--- src/rtl/uart_rx.sv ---
// 8N1 serial receiver with a valid/ready byte holding register. Optional UART_RX_GLITCH_FILTER_EN adds a 3-sample majority filter.
// Latency: byte and error pulses register on the clock after the mid-stop-bit sample.
// Backpressure: none on the line. A byte that completes while valid is held and not being consumed is dropped, and overrun pulses.
module uart_rx #(
   parameter int CLKS_PER_BIT = 345
) (
   input  logic       clk_core,
   input  logic       resetn,
   input  logic       rx,
   output logic [7:0] data,
   output logic       valid,
   input  logic       ready,
   output logic       frame_err,
   output logic       overrun
);

   localparam int CNT_W = $clog2(CLKS_PER_BIT);
   localparam logic [CNT_W-1:0] HALF_M1 = CNT_W'(CLKS_PER_BIT / 2 - 1);
   localparam logic [CNT_W-1:0] LAST    = CNT_W'(CLKS_PER_BIT - 1);

   typedef enum logic [2:0] {IDLE, START, DATA, STOP, WAIT_HIGH} state_t;

   state_t           state;
   logic [CNT_W-1:0] cnt;
   logic [2:0]       idx;
   logic [7:0]       shift;
   logic             sync1, sync2;
   logic             s;

   always_ff @(posedge clk_core or negedge resetn) begin
      if (!resetn) begin
         sync1 <= 1'b1;
         sync2 <= 1'b1;
      end else begin
         sync1 <= rx;
         sync2 <= sync1;
      end
   end

`ifdef UART_RX_GLITCH_FILTER_EN
   // The majority window is sync2 plus its two previous values, so one extra clock of latency.
   logic [1:0] flt;

   always_ff @(posedge clk_core or negedge resetn) begin
      if (!resetn) flt <= 2'b11;
      else         flt <= {flt[0], sync2};
   end

   assign s = (sync2 & flt[0]) | (sync2 & flt[1]) | (flt[0] & flt[1]);
`else
   assign s = sync2;
`endif

   always_ff @(posedge clk_core or negedge resetn) begin
      if (!resetn) begin
         state     <= IDLE;
         cnt       <= '0;
         idx       <= 3'd0;
         shift     <= 8'h00;
         data      <= 8'h00;
         valid     <= 1'b0;
         frame_err <= 1'b0;
         overrun   <= 1'b0;
      end else begin
         frame_err <= 1'b0;
         overrun   <= 1'b0;
         // A delivery in STOP below overrides this clear.
         if (valid && ready) valid <= 1'b0;

         case (state)
            IDLE: begin
               if (!s) begin
                  state <= START;
                  cnt   <= '0;
               end
            end
            START: begin
               if (cnt == HALF_M1) begin
                  if (s) begin
                     state <= IDLE;
                  end else begin
                     state <= DATA;
                     cnt   <= '0;
                     idx   <= 3'd0;
                  end
               end else begin
                  cnt <= cnt + 1'b1;
               end
            end
            DATA: begin
               if (cnt == LAST) begin
                  shift <= {s, shift[7:1]};
                  cnt   <= '0;
                  idx   <= idx + 3'd1;
                  if (idx == 3'd7) state <= STOP;
               end else begin
                  cnt <= cnt + 1'b1;
               end
            end
            STOP: begin
               if (cnt == LAST) begin
                  if (s) begin
                     if (!valid || ready) begin
                        data  <= shift;
                        valid <= 1'b1;
                     end else begin
                        overrun <= 1'b1;
                     end
                     state <= IDLE;
                  end else begin
                     frame_err <= 1'b1;
                     state     <= WAIT_HIGH;
                  end
               end else begin
                  cnt <= cnt + 1'b1;
               end
            end
            WAIT_HIGH: begin
               if (s) state <= IDLE;
            end
            default: state <= IDLE;
         endcase
      end
   end

endmodule

--- config.mk ---
export PLATFORM = sky130hd
export DESIGN_NAME = uart_rx
export DESIGN_NICKNAME = d
export VERILOG_FILES = /design/src/rtl/uart_rx.sv
export SDC_FILE = /design/constraint.sdc
export NUM_CORES = 1
export LEC_CHECK = 0
export CAP_MARGIN = 20
export CORE_MARGIN = 5
export CORE_UTILIZATION = 35
export DETAILED_ROUTE_END_ITERATION = 10
export SYNTH_ARGS = -nofsm -noshare
export SYNTH_HDL_FRONTEND = slang
export SYNTH_SLANG_ARGS = --single-unit
--- constraint.sdc ---
create_clock -name clk_core -period 1.7 [get_ports clk_core]
set_input_delay 0.255 -clock clk_core [delete_from_list [all_inputs] [get_ports clk_core]]
set_output_delay 0.255 -clock clk_core [all_outputs]
set_load 0.02 [all_outputs]
Fig. 1: sizing map
The bar under the picture is 20 µm long.
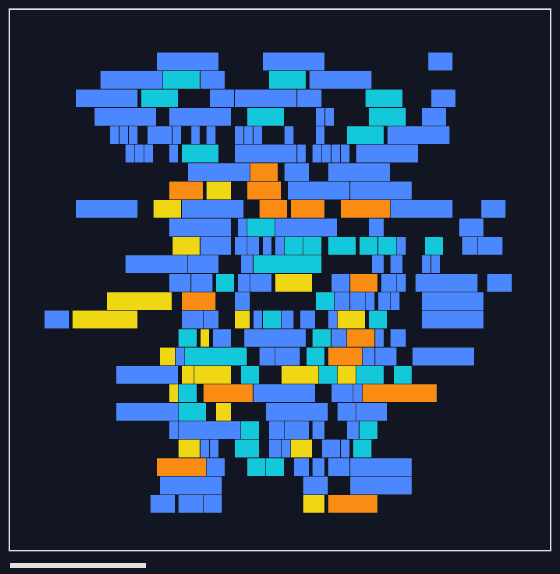
- drive 2: yellow (cells 19; share 9.3%; most used a21oi_2)
- drive 6 and up: orange (cells 14; share 6.9%; most used clkbuf_8)
- drive 1 or less: blue (cells 135; share 66%; most used dfrtp_1)
- drive 3 to 4: cyan (cells 36; share 18%; most used buf_4)

Fig. 2: pin placement
Pins as bars across the die edge, other pins in gray.
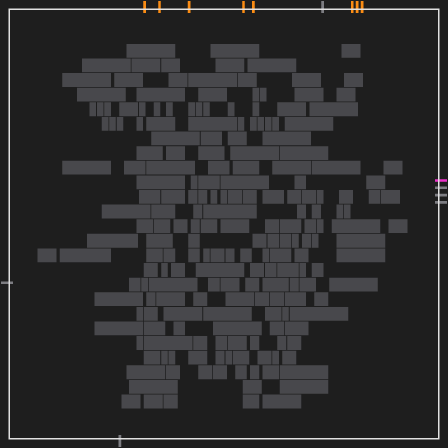
- valid: magenta (pins 1; direction output; edge right)
- data: orange (pins 8; direction output; edge top)
- all pins by edge: 9 top, 4 right, 1 bottom, 1 left

Fig. 3: cells colored by class
The bar under the picture is 20 µm long.
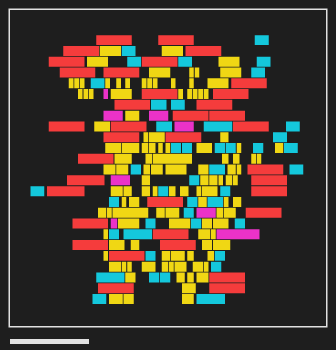
- all other logic: yellow (cells 117; share of their area 37%)
- flip-flops: red (cells 36; share of their area 39%)
- other buffers and delay cells: cyan (cells 43; share of their area 18%)
- clock drivers and dummy loads: magenta (cells 8; share of their area 4.7%)

Fig. 4: clock routing
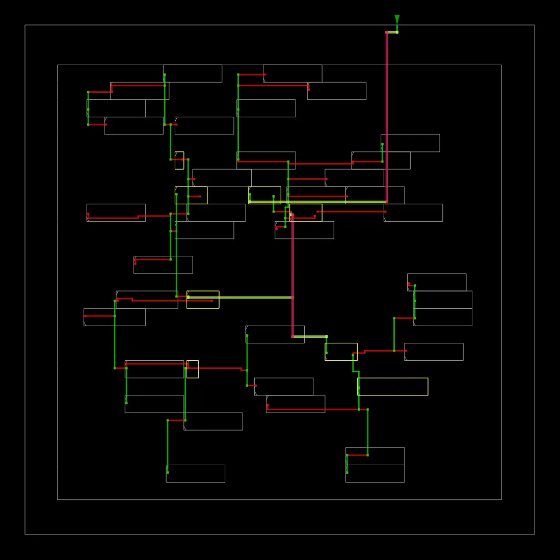
CLK BUF: 6
TritonCTS sink count: 36
sequential cell count of the final layout: 36

[worst paths after layout]
| path | slack (ns) | endpoint | depth (start not counted) | start |
|---|---|---|---|---|
| worst max-delay path | -0.12 | cnt[6] | 6 | cnt[4] |
| worst min-delay path | 0.34 | cnt[2] | 2 | resetn |
| worst max register to register | -0.12 | cnt[6] | 6 | cnt[4] |
| worst min register to register | 0.36 | s | 0 | sync1 |
| max in group asynchronous | 1.11 | s | 2 | resetn |
| min in group clk_core | 0.36 | s | 0 | sync1 |
[through the flow]
stage	total power, µW	worst slack [ns]
after floorplan	884	-0.192
after global placement	915	-0.164
after detailed placement	915	-0.196
after CTS	1650	-0.141
after global routing	1680	-0.208
final	1630	-0.116
==> results.json <==
{
  "type_of_the_most_critical_hold_path": "input pin to asynchronous set/reset pin",
  "setup_viol": 20,
  "drt_pre_antenna_iters": 4,
  "p_leak_uw": 0.00115,
  "post_cts_hold_buffer_count": 0,
  "yosys_warnings": 0,
  "drt-initial-drc-count": 98,
  "final_cells": 271,
  "hpwl_um": 2440,
  "gp_congestion": 0.775,
  "reg.largest.list": "cnt (9), data (8), shift (8)",
  "final_antenna_net_count": 0,
  "critPathKind": "register to register",
  "n_all_buffers": 43,
  "place_inst": 259,
  "final_nets": 211,
  "worst-endpoint-required_ns": 1.87,
  "cp-end-kind": "register",
  "critPathMaxFanout": 5,
  "power_report.internal_total_uw": 1310,
  "wire_length_on_met2_um": 1840,
  "place.port_buffers": 14,
  "synthCells": 160,
  "overall_routed_net_length_um": 3660,
  "synthDistinctLibCells": 38,
  "logic_gate_count": 113,
  "netlist_area_um2": 1700,
  "power_group_with_the_highest_consumption": "registers",
  "yosys_register_bits": 36,
  "synthTopCellsByCount": "sky130_fd_sc_hd__dfrtp_1, sky130_fd_sc_hd__nand2_1, sky130_fd_sc_hd__mux2_2",
  "die-area_um2": 6350,
  "highest_layer": "met4",
  "clk_root_buffer_cell": "sky130_fd_sc_hd__clkbuf_8",
  "violations": "setup timing",
  "synth.top_cells.by_area": "sky130_fd_sc_hd__dfrtp_1, sky130_fd_sc_hd__nand2_1, sky130_fd_sc_hd__mux2_2, sky130_fd_sc_hd__dfstp_2, sky130_fd_sc_hd__a22o_1",
  "ys_sh_aoi_pct": 10.8,
  "maxCapViolations": 0,
  "num_antenna_cells": 0,
  "clk_share_pct": 4.53,
  "sw_frac_of_total_pct": 19.6,
  "number_of_flops_mapped_to_enable_cells_by_yosys": 0,
  "clkPwrFrac_pct": 44.9,
  "comb_area_um2": 842,
  "synthAdderAreaFrac_pct": 2.95,
  "cp_slowest_stage_delay_ns": 0.42,
  "slew_headroom_pct": 75.4,
  "yosys-stat-cells": 160,
  "critPathSlowestCell": "sky130_fd_sc_hd__a221o_2",
  "final-hold-violation-count": 0,
  "outcome": "complete, but fails checks",
  "tool_warnings": 30,
  "layout.area.top_class": "sequential cells",
  "fmax_mhz": 551,
  "top_usage_layer": "met2",
  "final_max_slew_violation_tally": 0,
  "timing.hold.ws_ns": 0.338,
  "worstPathBufferInverterCount": 1,
  "floorplan.io_pins": 15,
  "final_design_area_no_fill_um2": 2370,
  "post_synth_mux_area_share_pct": 8.39,
  "clkSlewWorstSetupHoldPaths_ns": 0.07,
  "largest_register": "cnt",
  "cts_buffers": 5,
  "floorplan.nets": 168,
  "nonClkBufAreaFrac_pct": 17.8,
  "final.setup.worst_slack_ns": -0.116,
  "synth.largest_area_cell": "sky130_fd_sc_hd__dfrtp_1",
  "synth.cellmix.xorXnorShare_pct": 0,
  "synth-async-reset-ratio_pct": 100,
  "critical_path.cell_chain": "buf_4, and4bb_1, and4_4, a221o_2, a21o_1, a22o_1",
  "m3_gr_usage_pct": 2.14,
  "postSynth.topFlopCell": "sky130_fd_sc_hd__dfrtp_1",
  "detail_route.vias_per_cell": 5.00,
  "worst-endpoint-arrival_ns": 1.99,
  "first_pass_grt_wire_length_um": 6270,
  "post_detailed_route_wirelength_per_cell_um": 13.5,
  "tns_ns": -1.54,
  "design.core.area_um2": 4720,
  "num-fill-cells": 422
}
Power and IR drop assume default switching activity.
